File: config.mk
export PLATFORM = sky130hd
export DESIGN_NAME = sodor_commit_trace_tx
export DESIGN_NICKNAME = d
export VERILOG_FILES = /design/src/rtl/sodor_trace_pkg.sv /design/src/rtl/trace_fifo.sv /design/src/rtl/sodor_commit_trace_tx.sv
export SDC_FILE = /design/constraint.sdc
export NUM_CORES = 1
export LEC_CHECK = 0
export ABC_CLOCK_PERIOD_IN_PS = 8700
export CAP_MARGIN = 30
export CORE_MARGIN = 4
export CORE_UTILIZATION = 39
export DETAILED_ROUTE_END_ITERATION = 10
export GPL_ROUTABILITY_DRIVEN = 1
export GPL_TIMING_DRIVEN = 0
export PLACE_DENSITY_LB_ADDON = 0.05
export SKIP_CTS_REPAIR_TIMING = 1
export SYNTH_ARGS = -nofsm -noshare
export SYNTH_HDL_FRONTEND = slang
export SYNTH_SLANG_ARGS = --single-unit
export TNS_END_PERCENT = 50
File: constraint.sdc
create_clock -name clk -period 8.7 [get_ports clk]
set_input_delay 1.74 -clock clk [delete_from_list [all_inputs] [get_ports clk]]
set_output_delay 1.74 -clock clk [all_outputs]
set_load 0.005 [all_outputs]
File: src/rtl/sodor_trace_pkg.sv
// Shared types and widths for the per-core commit trace producer.
// A record captures one retiring instruction's control-flow and memory footprint.
package sodor_trace_pkg;

    localparam int XLEN    = 32;
    localparam int PCSEL_W = 3;
    localparam int SEQ_W   = 16;

    typedef enum logic [1:0] {
        RUN     = 2'd0,
        FREEZE  = 2'd1,
        DRAINED = 2'd2
    } trace_state_e;

    typedef struct packed {
        logic [XLEN-1:0]    pc_next;
        logic [PCSEL_W-1:0] pc_sel;
        logic               mem_valid;
        logic [XLEN-1:0]    addr;
        logic [SEQ_W-1:0]   seq;
    } commit_rec_t;

    // Address is only meaningful with a live dmem request, so it is zeroed otherwise.
    function automatic commit_rec_t make_rec(
        input logic [XLEN-1:0]    pc_next,
        input logic [PCSEL_W-1:0] pc_sel,
        input logic               mem_valid,
        input logic [XLEN-1:0]    addr,
        input logic [SEQ_W-1:0]   seq
    );
        commit_rec_t r;
        r.pc_next   = pc_next;
        r.pc_sel    = pc_sel;
        r.mem_valid = mem_valid;
        r.addr      = mem_valid ? addr : '0;
        r.seq       = seq;
        return r;
    endfunction

endpackage

File: src/rtl/trace_fifo.sv
// DEPTH-entry FIFO of commit records; head entry is visible combinationally.
// Caller guarantees no pop when empty and no push when full without a pop.
module trace_fifo
    import sodor_trace_pkg::*;
#(
    parameter int DEPTH     = 4,
    parameter int DEPTH_LOG = 2
) (
    input  logic                 clk,
    input  logic                 rst,
    input  logic                 push_i,
    input  logic                 pop_i,
    input  commit_rec_t          wdata_i,
    output commit_rec_t          rdata_o,
    output logic [DEPTH_LOG:0]   count_o,
    output logic                 full_o,
    output logic                 empty_o
);

    localparam logic [DEPTH_LOG:0] FULL_CNT = (DEPTH_LOG+1)'(DEPTH);

    commit_rec_t            mem_q [DEPTH];
    logic [DEPTH_LOG-1:0]   wr_ptr_q, wr_ptr_d;
    logic [DEPTH_LOG-1:0]   rd_ptr_q, rd_ptr_d;
    logic [DEPTH_LOG:0]     count_q,  count_d;

    always_ff @(posedge clk) begin
        if (push_i) begin
            mem_q[wr_ptr_q] <= wdata_i;
        end
    end

    // Pointers wrap naturally because DEPTH is a power of two.
    always_comb begin
        wr_ptr_d = wr_ptr_q;
        rd_ptr_d = rd_ptr_q;
        count_d  = count_q;
        if (push_i) wr_ptr_d = wr_ptr_q + 1'b1;
        if (pop_i)  rd_ptr_d = rd_ptr_q + 1'b1;
        case ({push_i, pop_i})
            2'b10:   count_d = count_q + 1'b1;
            2'b01:   count_d = count_q - 1'b1;
            default: count_d = count_q;
        endcase
    end

    always_ff @(posedge clk or posedge rst) begin
        if (rst) begin
            wr_ptr_q <= '0;
            rd_ptr_q <= '0;
            count_q  <= '0;
        end else begin
            wr_ptr_q <= wr_ptr_d;
            rd_ptr_q <= rd_ptr_d;
            count_q  <= count_d;
        end
    end

    assign rdata_o = mem_q[rd_ptr_q];
    assign count_o = count_q;
    assign full_o  = (count_q == FULL_CNT);
    assign empty_o = (count_q == '0);

endmodule

File: src/rtl/sodor_commit_trace_tx.sv
// Producer side of the dual-core commit comparison link: captures commit records,
// buffers them, and supports a freeze/drain sequence after a downstream deviation.
module sodor_commit_trace_tx
    import sodor_trace_pkg::*;
#(
    parameter int DEPTH     = 4,
    parameter int DEPTH_LOG = 2
) (
    input  logic               clk,
    input  logic               rst,
    input  logic               commit_valid,
    input  logic [XLEN-1:0]    commit_pc_next,
    input  logic [PCSEL_W-1:0] commit_pc_sel,
    input  logic               commit_mem_valid,
    input  logic [XLEN-1:0]    commit_mem_addr,
    output logic               core_stall,
    output logic               out_valid,
    input  logic               out_ready,
    output logic [XLEN-1:0]    out_pc_next,
    output logic [PCSEL_W-1:0] out_pc_sel,
    output logic               out_mem_valid,
    output logic [XLEN-1:0]    out_mem_addr,
    output logic [SEQ_W-1:0]   out_seq,
    input  logic               freeze,
    output logic               drained,
    output logic               overflow,
    output logic [SEQ_W-1:0]   dropped_cnt
);

    trace_state_e           state_q, state_d;
    logic [SEQ_W-1:0]       seq_q, seq_d;
    logic [SEQ_W-1:0]       dropped_q, dropped_d;
    logic                   overflow_q, overflow_d;
    logic                   drained_q, drained_d;

    logic [DEPTH_LOG:0]     count;
    logic                   full, empty;
    logic                   pop, push_req, push;
    commit_rec_t            head, wr_rec;

    assign out_valid = !empty && (state_q != DRAINED);
    assign pop       = out_valid && out_ready;
    // The commit in the cycle freeze is sampled is already excluded from capture.
    assign push_req  = commit_valid && (state_q == RUN) && !freeze;
    assign push      = push_req && (!full || pop);
    assign wr_rec    = make_rec(commit_pc_next, commit_pc_sel, commit_mem_valid,
                                commit_mem_addr, seq_q);

    trace_fifo #(
        .DEPTH     (DEPTH),
        .DEPTH_LOG (DEPTH_LOG)
    ) u_fifo (
        .clk     (clk),
        .rst     (rst),
        .push_i  (push),
        .pop_i   (pop),
        .wdata_i (wr_rec),
        .rdata_o (head),
        .count_o (count),
        .full_o  (full),
        .empty_o (empty)
    );

    always_comb begin
        state_d    = state_q;
        seq_d      = push ? seq_q + 1'b1 : seq_q;
        overflow_d = overflow_q | (push_req && full && !pop);
        dropped_d  = dropped_q;
        if ((state_q != RUN) && commit_valid && (dropped_q != '1)) begin
            dropped_d = dropped_q + 1'b1;
        end
        case (state_q)
            RUN:     if (freeze) state_d = FREEZE;
            FREEZE:  if ((count == '0) || ((count == 1) && pop)) state_d = DRAINED;
            DRAINED: state_d = DRAINED;
            default: state_d = RUN;
        endcase
        drained_d = drained_q | (state_d == DRAINED);
    end

    always_ff @(posedge clk or posedge rst) begin
        if (rst) begin
            state_q    <= RUN;
            seq_q      <= '0;
            dropped_q  <= '0;
            overflow_q <= 1'b0;
            drained_q  <= 1'b0;
        end else begin
            state_q    <= state_d;
            seq_q      <= seq_d;
            dropped_q  <= dropped_d;
            overflow_q <= overflow_d;
            drained_q  <= drained_d;
        end
    end

    // Stall comes from registered occupancy and state only; out_ready never reaches it.
    assign core_stall    = full && (state_q == RUN);
    assign drained       = drained_q;
    assign overflow      = overflow_q;
    assign dropped_cnt   = dropped_q;

    assign out_pc_next   = out_valid ? head.pc_next   : '0;
    assign out_pc_sel    = out_valid ? head.pc_sel    : '0;
    assign out_mem_valid = out_valid ? head.mem_valid : 1'b0;
    assign out_mem_addr  = out_valid ? head.addr      : '0;
    assign out_seq       = out_valid ? head.seq       : '0;

endmodule
==> out/qor_table.md, run 1 <==
| Quantity | Reported | Unit |
|---|---|---|
| Result of the run | complete, no violations | - |
| Main area contributors | sky130_fd_sc_hd__edfxtp_1, sky130_fd_sc_hd__mux4_2, sky130_fd_sc_hd__dfrtp_1 | - |
| Fill count | 3,200 | - |
| Synthesis Warnings | 0 | - |
| Aoi/oai-family share of the synthesized area | 0.00706 | - |
| Critical Path Start | u_fifo.count_o[0]$_DFFE_PP0P_ | - |
| Kind of cell adding the most delay to the critical path | buffers and inverters | - |
| Maximum clock skew at final layout | 18.6 | ps |
| Biggest cell delay along the critical path | 510 | ps |
| Setup slack on the worst flop-to-flop path | 5800 | ps |
| Depth of the critical timing path with buffers and inverters included | 7 | - |
| Accumulated negative setup slack | 0 | ps |
| Final setup margin | 3810 | ps |
| Most frequent logic cell in the layout | sky130_fd_sc_hd__edfxtp_1 | - |
| Port Buffers | 176 | - |
| Final design utilization | 0.498 | - |
| Chip Area, Yosys | 0.0151 | mm2 |
| Initial Utilization | 0.398 | - |
| Sequential element share of the synthesized area | 0.742 | - |
| Num ports | 177 | - |
| Maximum fanout along the worst path | 10 | - |
| Core area | 0.0378 | mm2 |
| Area fraction in mux cells | 0.127 | - |
| Worst Setup Path Type | flip-flop to output pin | - |
| Total wirelength of the detailed-routed design | 30,900 | um |
| Critical Path Source Type | flip-flop | - |
| Crit-path slowest cell | sky130_fd_sc_hd__a21boi_2 | - |
| DP HPWL | 19,100 | um |
| Fraction of synthesized cell area in xor and xnor cells | 0.0209 | - |
| H-tree depth | 2 | - |
-- run 1: state kept, by name (all words and copies together) (netlist names) --
name             flops
drained              1
overflow             1
seq_q               16
u_fifo.count_o       3
u_fifo.rd_ptr_q      2
u_fifo.wr_ptr_q      2
u_fifo.mem_q       336
state_q              2
dropped_cnt         16
-- run 1: area by class of cell --
class,instances,area (um2),area share
repair buffers,181,1890,0.100
multi-input cells,341,3650,0.194
plain buffers,35,218,0.0116
clock buffers,67,1210,0.0640
clock inverters,9,42.5,0.00226
well taps,511,639,0.0339
inverters,10,37.5,0.00199
flip-flops and latches,379,11200,0.592
-- run 1: where the power goes --
| group | internal, W | switching, W |
|---|---|---|
| registers | 0.00213 | 0.0000731 |
| logic | 0.00117 | 0.000808 |
| clock network | 0.000945 | 0.000652 |
| total | 0.00424 | 0.00153 |
-- run 1: metal layers --
layer	vias up	wire, um	GRT usage
met1	3908	13600	0.203
met3	41	1330	0.0296
li1	3441	-	-
met5	-	0	0
met2	138	15400	0.251
met4	0	500	0.0323
-- run 1: through the flow --
stage	area, um2	cells
global placement	17500	1452
detailed placement	17600	1457
finish	18800	1533
CTS	18800	1533
floorplan	15100	765
global route	18800	1533
-- run 1: worst min path at each step --
stage,start,to,slack (ps),depth (start not counted)
floorplan,overflow$_DFF_PP0_,overflow$_DFF_PP0_,460,1
global route,drained$_DFF_PP0_,drained$_DFF_PP0_,490,1
finish,drained$_DFF_PP0_,drained$_DFF_PP0_,470,1
detailed placement,drained$_DFF_PP0_,drained$_DFF_PP0_,450,1
global placement,drained$_DFF_PP0_,drained$_DFF_PP0_,460,1
CTS,drained$_DFF_PP0_,drained$_DFF_PP0_,480,1
Figure 1. Clock nets (run 1).
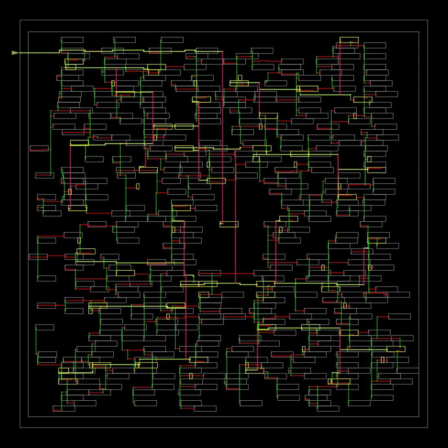
number of clock buffer instances in the layout: 67
Sinks on Clock Net: 379
sequential cell count: 379
Clock group: 0.00160 W

Figure 2. A small window of the routed layout (run 1).
Region (26, 128) to (76, 178) um. Cells in gray, sequential cells in the stronger gray; small squares are vias.
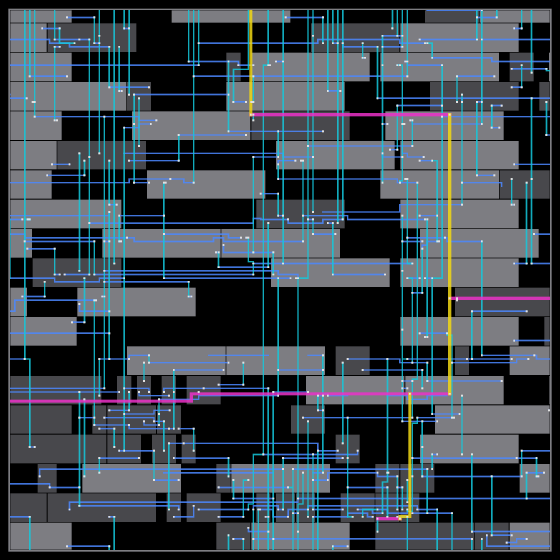
cyan -> M2
magenta -> M3
yellow -> M4
blue -> M1
netlist names of flops here include = `u_fifo.mem_q` (24), `seq_q` (8)
cells with their middle in the window = 78
sequential cells in the window = 32
most frequent = edfxtp_1 (24), xnor2_1 (8), dfrtp_1 (8)

Figure 3. PDN straps and rails (run 1).
Pins as bars on the die edge.
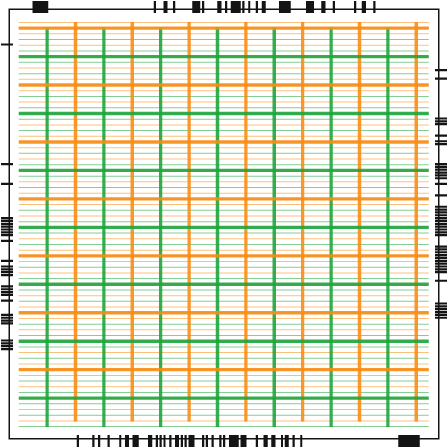
green -> VSS
orange -> VDD
met4 straps = 14
rows = 71
met5 straps = 14
met1 rails = 72
Max VDD drop: 147 uV
die width: 204 um

==> run 1 -> run 2 <==
--- a/config.mk
+++ b/config.mk
@@ -5,7 +5,7 @@
 export SDC_FILE = /design/constraint.sdc
 export NUM_CORES = 1
 export LEC_CHECK = 0
-export ABC_CLOCK_PERIOD_IN_PS = 8700
+export ABC_CLOCK_PERIOD_IN_PS = 4200
 export CAP_MARGIN = 30
 export CORE_MARGIN = 4
 export CORE_UTILIZATION = 39
==> constraint.sdc (replaced) <==
create_clock -name clk -period 4.2 [get_ports clk]
set_input_delay 0.84 -clock clk [delete_from_list [all_inputs] [get_ports clk]]
set_output_delay 0.84 -clock clk [all_outputs]
set_load 0.005 [all_outputs]
==> out/qor_table.md, run 2 <==
| Quantity | Reported | Unit | vs previous |
|---|---|---|---|
| Result of the run | complete, no violations | - |  |
| Flip-flop count of the largest register, all copies and words added | 336 | - | unchanged |
| Hold_sp | drained$_DFF_PP0_ | - |  |
| Number of cells after detailed placement | 1,457 | - | unchanged |
| Setup slack on the worst flop-to-flop path | 1270 | ps | -4530 ps |
| Area taken by multi-input logic gates | 0.00365 | mm2 | +0.21% |
| Critical Path Start | u_fifo.count_o[0]$_DFFE_PP0P_ | - |  |
| DP HPWL | 19,100 | um | unchanged |
| Port Buffers | 176 | - | unchanged |
| Maximum fanout along the worst path | 10 | - | unchanged |
| Initial Utilization | 0.398 | - | unchanged |
| Sequential element share of the synthesized area | 0.742 | - | unchanged |
| Main area contributors | sky130_fd_sc_hd__edfxtp_1, sky130_fd_sc_hd__mux4_2, sky130_fd_sc_hd__dfrtp_1 | - |  |
| Final standard cell count with taps included and fillers excluded | 1,533 | - | unchanged |
| Sinks on Clock Net | 379 | - | unchanged |
| Synthesis Warnings | 0 | - | unchanged |
| Maximum clock skew at final layout | 18.2 | ps | -0.432 ps |
| Chip Area, Yosys | 0.0151 | mm2 | unchanged |
| Num ports | 177 | - | unchanged |
| Most frequent logic cell in the layout | sky130_fd_sc_hd__edfxtp_1 | - |  |
| Post-route antenna net violation count | 0 | - |  |
| Die width | 204 | um | unchanged |
| Register with the highest flop count | u_fifo.mem_q | - |  |
| Post-Route Hold Slack | 475 | ps |  |
| Fraction of final layout cells with drive strength greater than 1 | 0.169 | - |  |
| H-tree depth | 2 | - | unchanged |
| Fraction of synthesized cell area in xor and xnor cells | 0.0209 | - | unchanged |
| Combined flip-flop and latch cell area | 0.0112 | mm2 | unchanged |
| Fill count | 3,203 | - | +0.094% |
| Critical Path Source Type | flip-flop | - |  |
| Worst Setup Path Type | flip-flop to output pin | - |  |
| Hold endpoint | drained$_DFF_PP0_ | - |  |
| Aoi/oai-family share of the synthesized area | 0.00706 | - | unchanged |
run 2: per-layer routing:
| metal | track usage | part of all wire |
|---|---|---|
| met1 | 0.203 | 0.44 |
| met2 | 0.251 | 0.50 |
| met3 | 0.0296 | 0.042 |
| met4 | 0.0323 | 0.016 |
| met5 | 0 | 0 |
run 2: metrics by stage:
stage	area, um2	utilization	setup TNS [ps]	setup slack (ps)
after floorplan	15100	-	0	346
final	18900	0.498	0	380
after global routing	18900	0.498	0	163
after global placement	17500	0.461	-742730	-2310
after CTS	18800	0.498	0	10.0
after detailed placement	17600	0.465	0	605
run 2: cell type report:
cell class,count,share of cell area
repair buffers,181,0.100
plain buffers,35,0.0115
multi-input cells,341,0.194
flip-flops and latches,379,0.592
well taps,511,0.0339
inverters,10,0.00199
clock inverters,9,0.00226
clock buffers,67,0.0640
run 2: worst max-delay path, stage by stage, from the launching register on:
cell and delay, ps:
sky130_fd_sc_hd__dfrtp_1 400, sky130_fd_sc_hd__inv_1 80, sky130_fd_sc_hd__ha_1 260, sky130_fd_sc_hd__a21boi_4 350, sky130_fd_sc_hd__buf_2 380, sky130_fd_sc_hd__clkbuf_2 270, sky130_fd_sc_hd__and2_1 200, sky130_fd_sc_hd__clkdlybuf4s50_1 510
run 2: kinds of logic after synthesis:
kind of cell	count (synthesis)
buffers and inverters	45
and+or+nand+nor	193
muxes	86
adders and majority gates	11
xor gates and xnor gates	36
DFF	379
AOI/OAI and AO/OA	15
run 2: where the power goes:
part           internal (W)  switching, W  total [W]
Sequential          0.00441      0.000151    0.00456
Combinational       0.00243       0.00168    0.00410
Clock               0.00196       0.00135    0.00331
Figure 4. PDN straps and rails (run 2).
Pins as bars on the die edge.
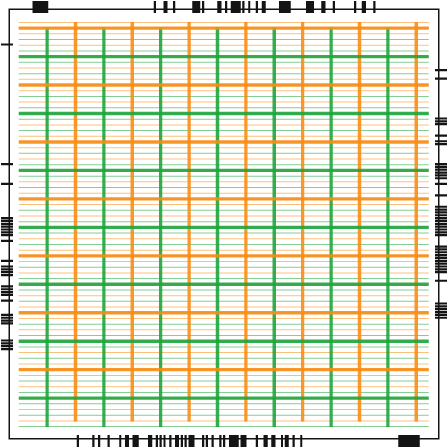
green -> VSS
orange -> VDD
rows = 71
met4 straps = 14
met1 rails = 72
signal pins = 177
met5 straps = 14
Max VDD drop: 304 uV
core area: 0.0378 mm2
Die Y: 204 um

==> run 2 -> run 3 <==
--- a/config.mk
+++ b/config.mk
@@ -5,10 +5,11 @@
 export SDC_FILE = /design/constraint.sdc
 export NUM_CORES = 1
 export LEC_CHECK = 0
-export ABC_CLOCK_PERIOD_IN_PS = 4200
+export ABC_CLOCK_PERIOD_IN_PS = 3400
 export CAP_MARGIN = 30
 export CORE_MARGIN = 4
 export CORE_UTILIZATION = 39
+export CTS_BUF_LIST = sky130_fd_sc_hd__clkbuf_4 sky130_fd_sc_hd__clkbuf_8 sky130_fd_sc_hd__clkbuf_16
 export DETAILED_ROUTE_END_ITERATION = 10
 export GPL_ROUTABILITY_DRIVEN = 1
 export GPL_TIMING_DRIVEN = 0
==> constraint.sdc (replaced) <==
create_clock -name clk -period 3.4 [get_ports clk]
set_input_delay 0.68 -clock clk [delete_from_list [all_inputs] [get_ports clk]]
set_output_delay 0.68 -clock clk [all_outputs]
set_load 0.005 [all_outputs]
==> out/qor_table.md, run 3 <==
| Quantity | Reported | Unit | vs previous |
|---|---|---|---|
| Accumulated negative setup slack | 0 | ps | unchanged |
| Sequential element share of the synthesized area | 0.742 | - | unchanged |
| Depth of the critical timing path with buffers and inverters included | 7 | - | unchanged |
| Fraction of synthesized cell area in xor and xnor cells | 0.0209 | - | unchanged |
| Post-route antenna net violation count | 0 | - | unchanged |
| Chip Area, Yosys | 0.0151 | mm2 | unchanged |
| Initial Utilization | 0.398 | - | unchanged |
| Die width | 204 | um | unchanged |
| Final setup margin | 32.8 | ps | -347 ps |
| Result of the run | complete, no violations | - |  |
| Sinks on Clock Net | 379 | - | unchanged |
| Fraction of final layout cells with drive strength greater than 1 | 0.197 | - | +0.0278 |
| Synth Register Bits | 379 | - |  |
| Flip-flop count of the largest register, all copies and words added | 336 | - | unchanged |
| Critical Path Source Type | flip-flop | - |  |
| Synthesis Warnings | 0 | - | unchanged |
| H-tree depth | 2 | - | unchanged |
| Worst Setup Path Type | flip-flop to output pin | - |  |
| Aoi/oai-family share of the synthesized area | 0.00706 | - | unchanged |
| Largest area contributor in the synthesized netlist | sky130_fd_sc_hd__edfxtp_1 | - |  |
| Worst hold path stage count | 1 | - |  |
| Crit path buf inv count | 4 | - | unchanged |
| Biggest cell delay along the critical path | 510 | ps | about the same |
| Final instance area | 0.0190 | mm2 | +0.90% |
| Port Buffers | 176 | - | unchanged |
| Critical Path Start | u_fifo.count_o[0]$_DFFE_PP0P_ | - |  |
| Later-pin clock latency in the skew report | 530 | ps |  |
| DP HPWL | 19,200 | um | +0.97% |
| Die Y | 204 | um | unchanged |
| Hold endpoint | drained$_DFF_PP0_ | - |  |
| Placement Setup Slack | -3.87 | ps | -609 ps |
| Count of cells along the worst register-to-register path | 7 | - |  |
| Post-Route Hold Slack | 470 | ps | -4.51 ps |
| Core area | 0.0378 | mm2 | unchanged |
| Crit-path slowest cell | sky130_fd_sc_hd__clkdlybuf4s50_1 | - |  |
| Register with the highest flop count | u_fifo.mem_q | - |  |
| CP Cell Sequence | inv_1 > ha_2 > a21boi_4 > buf_4 > clkbuf_1 > and2_1 > clkdlybuf4s50_1 | - |  |
| Num ports | 177 | - | unchanged |
| Kind of cell adding the most delay to the critical path | buffers and inverters | - |  |
| Hold_sp | drained$_DFF_PP0_ | - |  |
| Max VDD drop | 437 | uV | +44% |
| Maximum fanout along the worst path | 10 | - | unchanged |
## run 3: where the power goes
part	leakage [nW]	switching (W)	internal [W]	total [W]
combinational	2.16	0.00210	0.00311	0.00520
sequential	3.62	0.000193	0.00544	0.00564
clock	0.665	0.00175	0.00258	0.00433
## run 3: stage by stage
stage	total power, W	instances	utilization
after floorplan	0.00837	765	-
after global placement	0.0110	1452	0.461
after detailed placement	0.0110	1457	0.465
after CTS	0.0154	1532	0.500
after global routing	0.0160	1536	0.503
final	0.0152	1537	0.503
## run 3: layout make-up
| type | instances | area (um2) |
|---|---|---|
| clock inverters | 23 | 200 |
| well taps | 511 | 639 |
| inverters | 10 | 37.5 |
| diodes | 1 | 2.50 |
| fillers | 3190 | 18800 |
| repair buffers | 186 | 1940 |
| clock buffers | 52 | 1130 |
| multi-input cells | 341 | 3660 |
| plain buffers | 34 | 251 |
| flip-flops and latches | 379 | 11200 |
## run 3: kinds of logic (layout without fill, tap and decap cells)
| group | Yosys count | after routing |
|---|---|---|
| adder cells (fa/ha/maj) | 11 | 11 |
| XOR/XNOR | 36 | 36 |
| other | 0 | 1 |
| flip-flops | 379 | 379 |
| multiplexers | 86 | 86 |
| AND-OR/OR-AND | 15 | 15 |
| AND/OR/NAND/NOR | 193 | 193 |
| buffers and inverters | 45 | 305 |
## run 3: metal layers
| layer | wire length (um) | vias to the layer above | part of all wire | global-route usage |
|---|---|---|---|---|
| met2 | 15500 | 147 | 0.49 | 0.250 |
| met3 | 1570 | 31 | 0.050 | 0.0345 |
| li1 | - | 3464 | - | - |
| met4 | 452 | 0 | 0.014 | 0.0333 |
| met1 | 13900 | 3855 | 0.44 | 0.209 |
| met5 | 0 | - | 0 | 0 |
Figure 5. Gate families picked out (run 3).
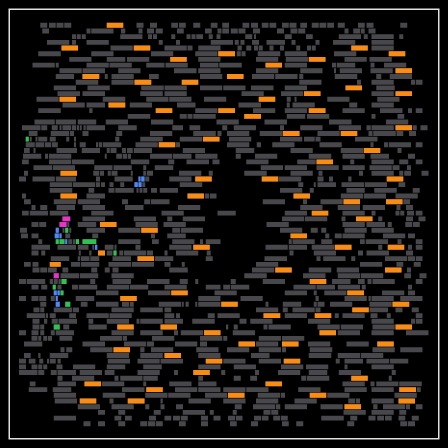
blue -> nor cells  # cells 13, where west
magenta -> non-inverting ao/oa cells  # cells 3
orange -> mux cells  # cells 86, where spread over the die
green -> aoi and oai cells  # cells 12, where west
most frequent logic cell in the layout: sky130_fd_sc_hd__edfxtp_1
proportion of cell area occupied by multi-input gates: 0.192
final standard cell count with taps included and fillers excluded: 1,537

Power figures rest on the tool's default switching activity, not on a simulated workload.
